[src/rtl/forward_unit_pkg.sv]
// Shared definitions for the operand-forwarding logic: register-address
// width and the EXE-stage forwarding mux select encodings, which the
// ALU-operand muxes decode with the same meaning.
package forward_unit_pkg;

  localparam int ASIZE = 5;

  typedef enum logic [1:0] {
    SEL_ID_EXE  = 2'b00,  // operand straight from the ID/EXE register
    SEL_MEM_WB  = 2'b01,  // operand from the MEM/WB writeback (memtoReg) mux
    SEL_EXE_MEM = 2'b10   // operand from the EXE/MEM ALU result
  } fwd_sel_e;

  // Number of forwarding events a registered select represents (0 or 1).
  function automatic logic [1:0] fwd_weight(input fwd_sel_e sel);
    return (sel != SEL_ID_EXE) ? 2'd1 : 2'd0;
  endfunction

endpackage

[src/rtl/forward_unit_fwd_match.sv]
// Match-and-priority for one source operand against the shadow EXE, MEM
// and WB destination tags. Produces the select the operand needs once its
// instruction reaches EXE, plus the raw EXE hit used for load-use detection.
module fwd_match
  import forward_unit_pkg::*;
#(
  parameter int AW = ASIZE
) (
  input  logic [AW-1:0] src,
  input  logic          exe_vld,
  input  logic          exe_rw,
  input  logic          exe_mr,
  input  logic [AW-1:0] exe_rd,
  input  logic          mem_vld,
  input  logic          mem_rw,
  input  logic [AW-1:0] mem_rd,
  input  logic          wb_vld,
  input  logic          wb_rw,
  input  logic [AW-1:0] wb_rd,
  output fwd_sel_e      sel,
  output logic          exe_hit
);

  logic mem_hit;
  logic wb_hit;

  // A stage produces src when it holds a real, register-writing instruction
  // targeting src; register 0 is hard-wired and never forwarded.
  function automatic logic producer(input logic vld, input logic rw,
                                    input logic [AW-1:0] rd,
                                    input logic [AW-1:0] s);
    return vld & rw & (rd == s) & (|s);
  endfunction

  assign exe_hit = producer(exe_vld, exe_rw, exe_rd, src);
  assign mem_hit = producer(mem_vld, mem_rw, mem_rd, src);
  assign wb_hit  = producer(wb_vld, wb_rw, wb_rd, src);

  // Youngest producer wins. A load still in EXE has no data yet; that case
  // is turned into a stall by the caller, so it falls through here.
  // A WB producer needs no bypass: the register file writes before it reads.
  always_comb begin
    sel = SEL_ID_EXE;
    if (exe_hit && !exe_mr) begin
      sel = SEL_EXE_MEM;
    end else if (mem_hit) begin
      sel = SEL_MEM_WB;
    end else if (wb_hit) begin
      sel = SEL_ID_EXE;
    end
  end

endmodule

[src/rtl/forward_unit.sv]
// Operand-forwarding select generator and load-use stall detector for the
// 5-stage pipeline. Tracks destination tags of the instructions in EXE, MEM
// and WB in a shadow pipeline, decides selects while the consumer is in ID
// and registers them on the ID->EXE edge.
module forward_unit
  import forward_unit_pkg::*;
#(
  parameter int AW = ASIZE,
  parameter int CW = 16
) (
  input  logic          clk,
  input  logic          rst,
  input  logic          valid_ID,
  input  logic [AW-1:0] rs1_ID,
  input  logic [AW-1:0] rs2_ID,
  input  logic [AW-1:0] rd_ID,
  input  logic          regwrite_ID,
  input  logic          memread_ID,
  input  logic          flush,
  output logic [1:0]    selA,
  output logic [1:0]    selB,
  output logic          stall,
  output logic [CW-1:0] stall_cnt,
  output logic [CW-1:0] fwd_cnt
);

  // Shadow EXE (p0), MEM (p1), WB (p2). Load status only matters while the
  // producer is in EXE, so it is not carried further.
  logic          vld_p0, rw_p0, mr_p0;
  logic [AW-1:0] rd_p0;
  logic          vld_p1, rw_p1;
  logic [AW-1:0] rd_p1;
  logic          vld_p2, rw_p2;
  logic [AW-1:0] rd_p2;

  fwd_sel_e      sel_a_nxt, sel_b_nxt;
  fwd_sel_e      sel_a_d, sel_b_d;
  fwd_sel_e      sel_a_p0, sel_b_p0;
  logic          exe_hit_a, exe_hit_b;
  logic          issue;
  logic [1:0]    fwd_inc;

  // Saturating add of a small increment.
  function automatic logic [CW-1:0] sat_add(input logic [CW-1:0] cnt,
                                            input logic [1:0] inc);
    logic [CW:0] sum;
    sum = {1'b0, cnt} + {{(CW-1){1'b0}}, inc};
    return sum[CW] ? {CW{1'b1}} : sum[CW-1:0];
  endfunction

  fwd_match #(.AW(AW)) u_match_a (
    .src     (rs1_ID),
    .exe_vld (vld_p0),
    .exe_rw  (rw_p0),
    .exe_mr  (mr_p0),
    .exe_rd  (rd_p0),
    .mem_vld (vld_p1),
    .mem_rw  (rw_p1),
    .mem_rd  (rd_p1),
    .wb_vld  (vld_p2),
    .wb_rw   (rw_p2),
    .wb_rd   (rd_p2),
    .sel     (sel_a_nxt),
    .exe_hit (exe_hit_a)
  );

  fwd_match #(.AW(AW)) u_match_b (
    .src     (rs2_ID),
    .exe_vld (vld_p0),
    .exe_rw  (rw_p0),
    .exe_mr  (mr_p0),
    .exe_rd  (rd_p0),
    .mem_vld (vld_p1),
    .mem_rw  (rw_p1),
    .mem_rd  (rd_p1),
    .wb_vld  (vld_p2),
    .wb_rw   (rw_p2),
    .wb_rd   (rd_p2),
    .sel     (sel_b_nxt),
    .exe_hit (exe_hit_b)
  );

  // Load-use: the load in EXE cannot supply data to the ID consumer in time.
  // A taken branch kills the consumer, so flush suppresses the stall.
  assign stall = valid_ID & ~flush & mr_p0 & (exe_hit_a | exe_hit_b);

  // A stall or flush turns the ID->EXE transfer into a bubble.
  assign issue   = valid_ID & ~flush & ~stall;
  assign sel_a_d = issue ? sel_a_nxt : SEL_ID_EXE;
  assign sel_b_d = issue ? sel_b_nxt : SEL_ID_EXE;
  assign fwd_inc = fwd_weight(sel_a_d) + fwd_weight(sel_b_d);

  assign selA = sel_a_p0;
  assign selB = sel_b_p0;

  // ---- ID -> EXE: valid and selects ----
  always_ff @(posedge clk) begin
    if (rst) begin
      vld_p0   <= 1'b0;
      sel_a_p0 <= SEL_ID_EXE;
      sel_b_p0 <= SEL_ID_EXE;
    end else begin
      vld_p0   <= issue;
      sel_a_p0 <= sel_a_d;
      sel_b_p0 <= sel_b_d;
    end
  end

  // ---- ID -> EXE: destination tags, qualified by vld_p0 ----
  always_ff @(posedge clk) begin
    rd_p0 <= rd_ID;
    rw_p0 <= regwrite_ID;
    mr_p0 <= memread_ID;
  end

  // ---- EXE -> MEM -> WB: valids ----
  always_ff @(posedge clk) begin
    if (rst) begin
      vld_p1 <= 1'b0;
      vld_p2 <= 1'b0;
    end else begin
      vld_p1 <= vld_p0;
      vld_p2 <= vld_p1;
    end
  end

  // ---- EXE -> MEM -> WB: destination tags ----
  always_ff @(posedge clk) begin
    rd_p1 <= rd_p0;
    rw_p1 <= rw_p0;
    rd_p2 <= rd_p1;
    rw_p2 <= rw_p1;
  end

  // ---- event counters, advanced on the ID -> EXE edge ----
  always_ff @(posedge clk) begin
    if (rst) begin
      stall_cnt <= '0;
      fwd_cnt   <= '0;
    end else begin
      stall_cnt <= sat_add(stall_cnt, {1'b0, stall});
      fwd_cnt   <= sat_add(fwd_cnt, fwd_inc);
    end
  end

endmodule
[config.mk]
export PLATFORM = sky130hd
export DESIGN_NAME = forward_unit
export DESIGN_NICKNAME = d
export VERILOG_FILES = /design/src/rtl/forward_unit_pkg.sv /design/src/rtl/forward_unit_fwd_match.sv /design/src/rtl/forward_unit.sv
export SDC_FILE = /design/constraint.sdc
export NUM_CORES = 1
export LEC_CHECK = 0
export ABC_AREA = 1
export CORE_UTILIZATION = 50
export DETAILED_ROUTE_END_ITERATION = 8
export PLACE_DENSITY = 0.76
export SLEW_MARGIN = 20
export SYNTH_ARGS = -nofsm -noshare
export SYNTH_HDL_FRONTEND = slang
export SYNTH_SLANG_ARGS = --single-unit
[constraint.sdc]
create_clock -name clk -period 4.67 [get_ports clk]
set_input_delay 0.934 -clock clk [delete_from_list [all_inputs] [get_ports clk]]
set_output_delay 0.934 -clock clk [all_outputs]
set_load 0.02 [all_outputs]
**Wiring by layer**

The bar under the picture is 20 um long. Only two layers are drawn.
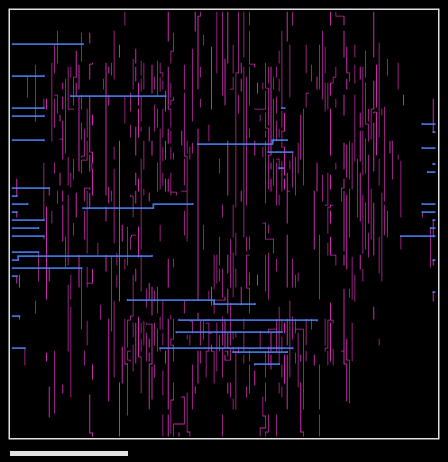
- met3: blue (wire length 276 um)
- met2: magenta (wire length 2,440 um)

==> results.py <==
# Generated from Yosys and OpenROAD reports
metrics = {
    "finish": {
        "largestRegisters": "fwd_cnt x16, stall_cnt x16",
        "fillers": 431,
        "syn2layout_area_growth_pct": 28.9,
        "antenna_cells": 0,
        "clkCellAreaFrac_pct": 2.87,
        "comb_area_share_pct": 38.0,
        "final_cell_area_um2": 3230,
        "mi_logic_area_um2": 1230,
        "final-seq-area_um2": 1020,
    },
    "sta": {
        "final.setup.tns_ps": 0,
        "slew_headroom_pct": 74.5,
        "rsz0062_at_grt": "no",
        "worst_slew_pin_slew_ps": 379,
        "fin_hold_ws_ps": 371,
    },
    "grt": {
        "first_global_vias": 2106,
        "grt_use_met3_pct": 4.70,
        "grt_max_degree": 29,
    },
    "floorplanning": {
        "nWellTaps": 67,
        "core_area_um2": 4790,
    },
    "drt": {
        "viasPerCell": 4.91,
        "dr.max_layer_used": "met4",
        "wl_um": 5330,
    },
    "placement": {
        "gp_congestion": 0.935,
    },
    "cts": {
        "hold_buffers": 0,
        "cts.sinks": 51,
        "cts_resized": 0,
    },
    "yosys": {
        "yosysUniqueCellTypes": 34,
        "simple_gate_share_pct": 31.8,
        "common_cells": "nand2_1, inv_1, dfxtp_1, nor2_1, a21oi_1",
        "largest_area_cell": "dfxtp_1",
        "synthTopLogicFamily": "simple AND/OR/NAND/NOR gates",
        "flop_cell": "dfxtp_1",
    },
    "setup_path": {
        "critical-path-top-delay-family": "buffers and inverters",
        "r2r_cells": 17,
        "cpMaxStageDelayCell": "clkdlybuf4s50_1",
        "worst-path-buf-inv": 2,
        "reg2reg_to": "fwd_cnt[12]",
        "crit_chain": "clkdlybuf4s50_1 > xnor2_1 > nand2_1 > nor2_1 > nand2_1 > nand2_1 > nand2_1 > nor2_1 > clkdlybuf4s50_1",
        "critPathMaxFanout": 4,
    },
    "power": {
        "top_power_group": "sequential cells",
        "p_int_mw": 0.574,
        "switching_share_pct": 23.6,
        "comb_power_mw": 0.0512,
    },
    "worst_hold_path": {
        "hold_path.class": "flop to flop",
        "hold_start": "rw_p0",
    },
    "outcome": {
        "status": "finished, final reports clean",
    },
}
**Sequential cells colored by netlist name**

The bar under the picture is 20 um long. Other sequential cells in the stronger gray, the rest of the logic in the fainter gray.
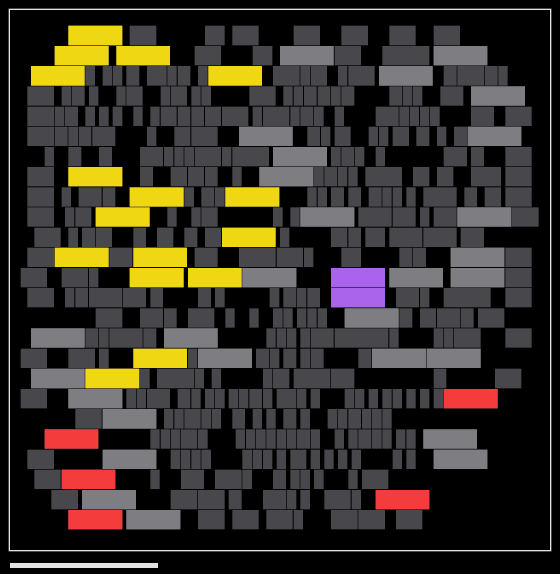
- `stall_cnt`: yellow (placed flops 16)
- `rd_p0`: red (placed flops 5)
- `selB`: purple (placed flops 2)

Power and IR drop assume default switching activity.
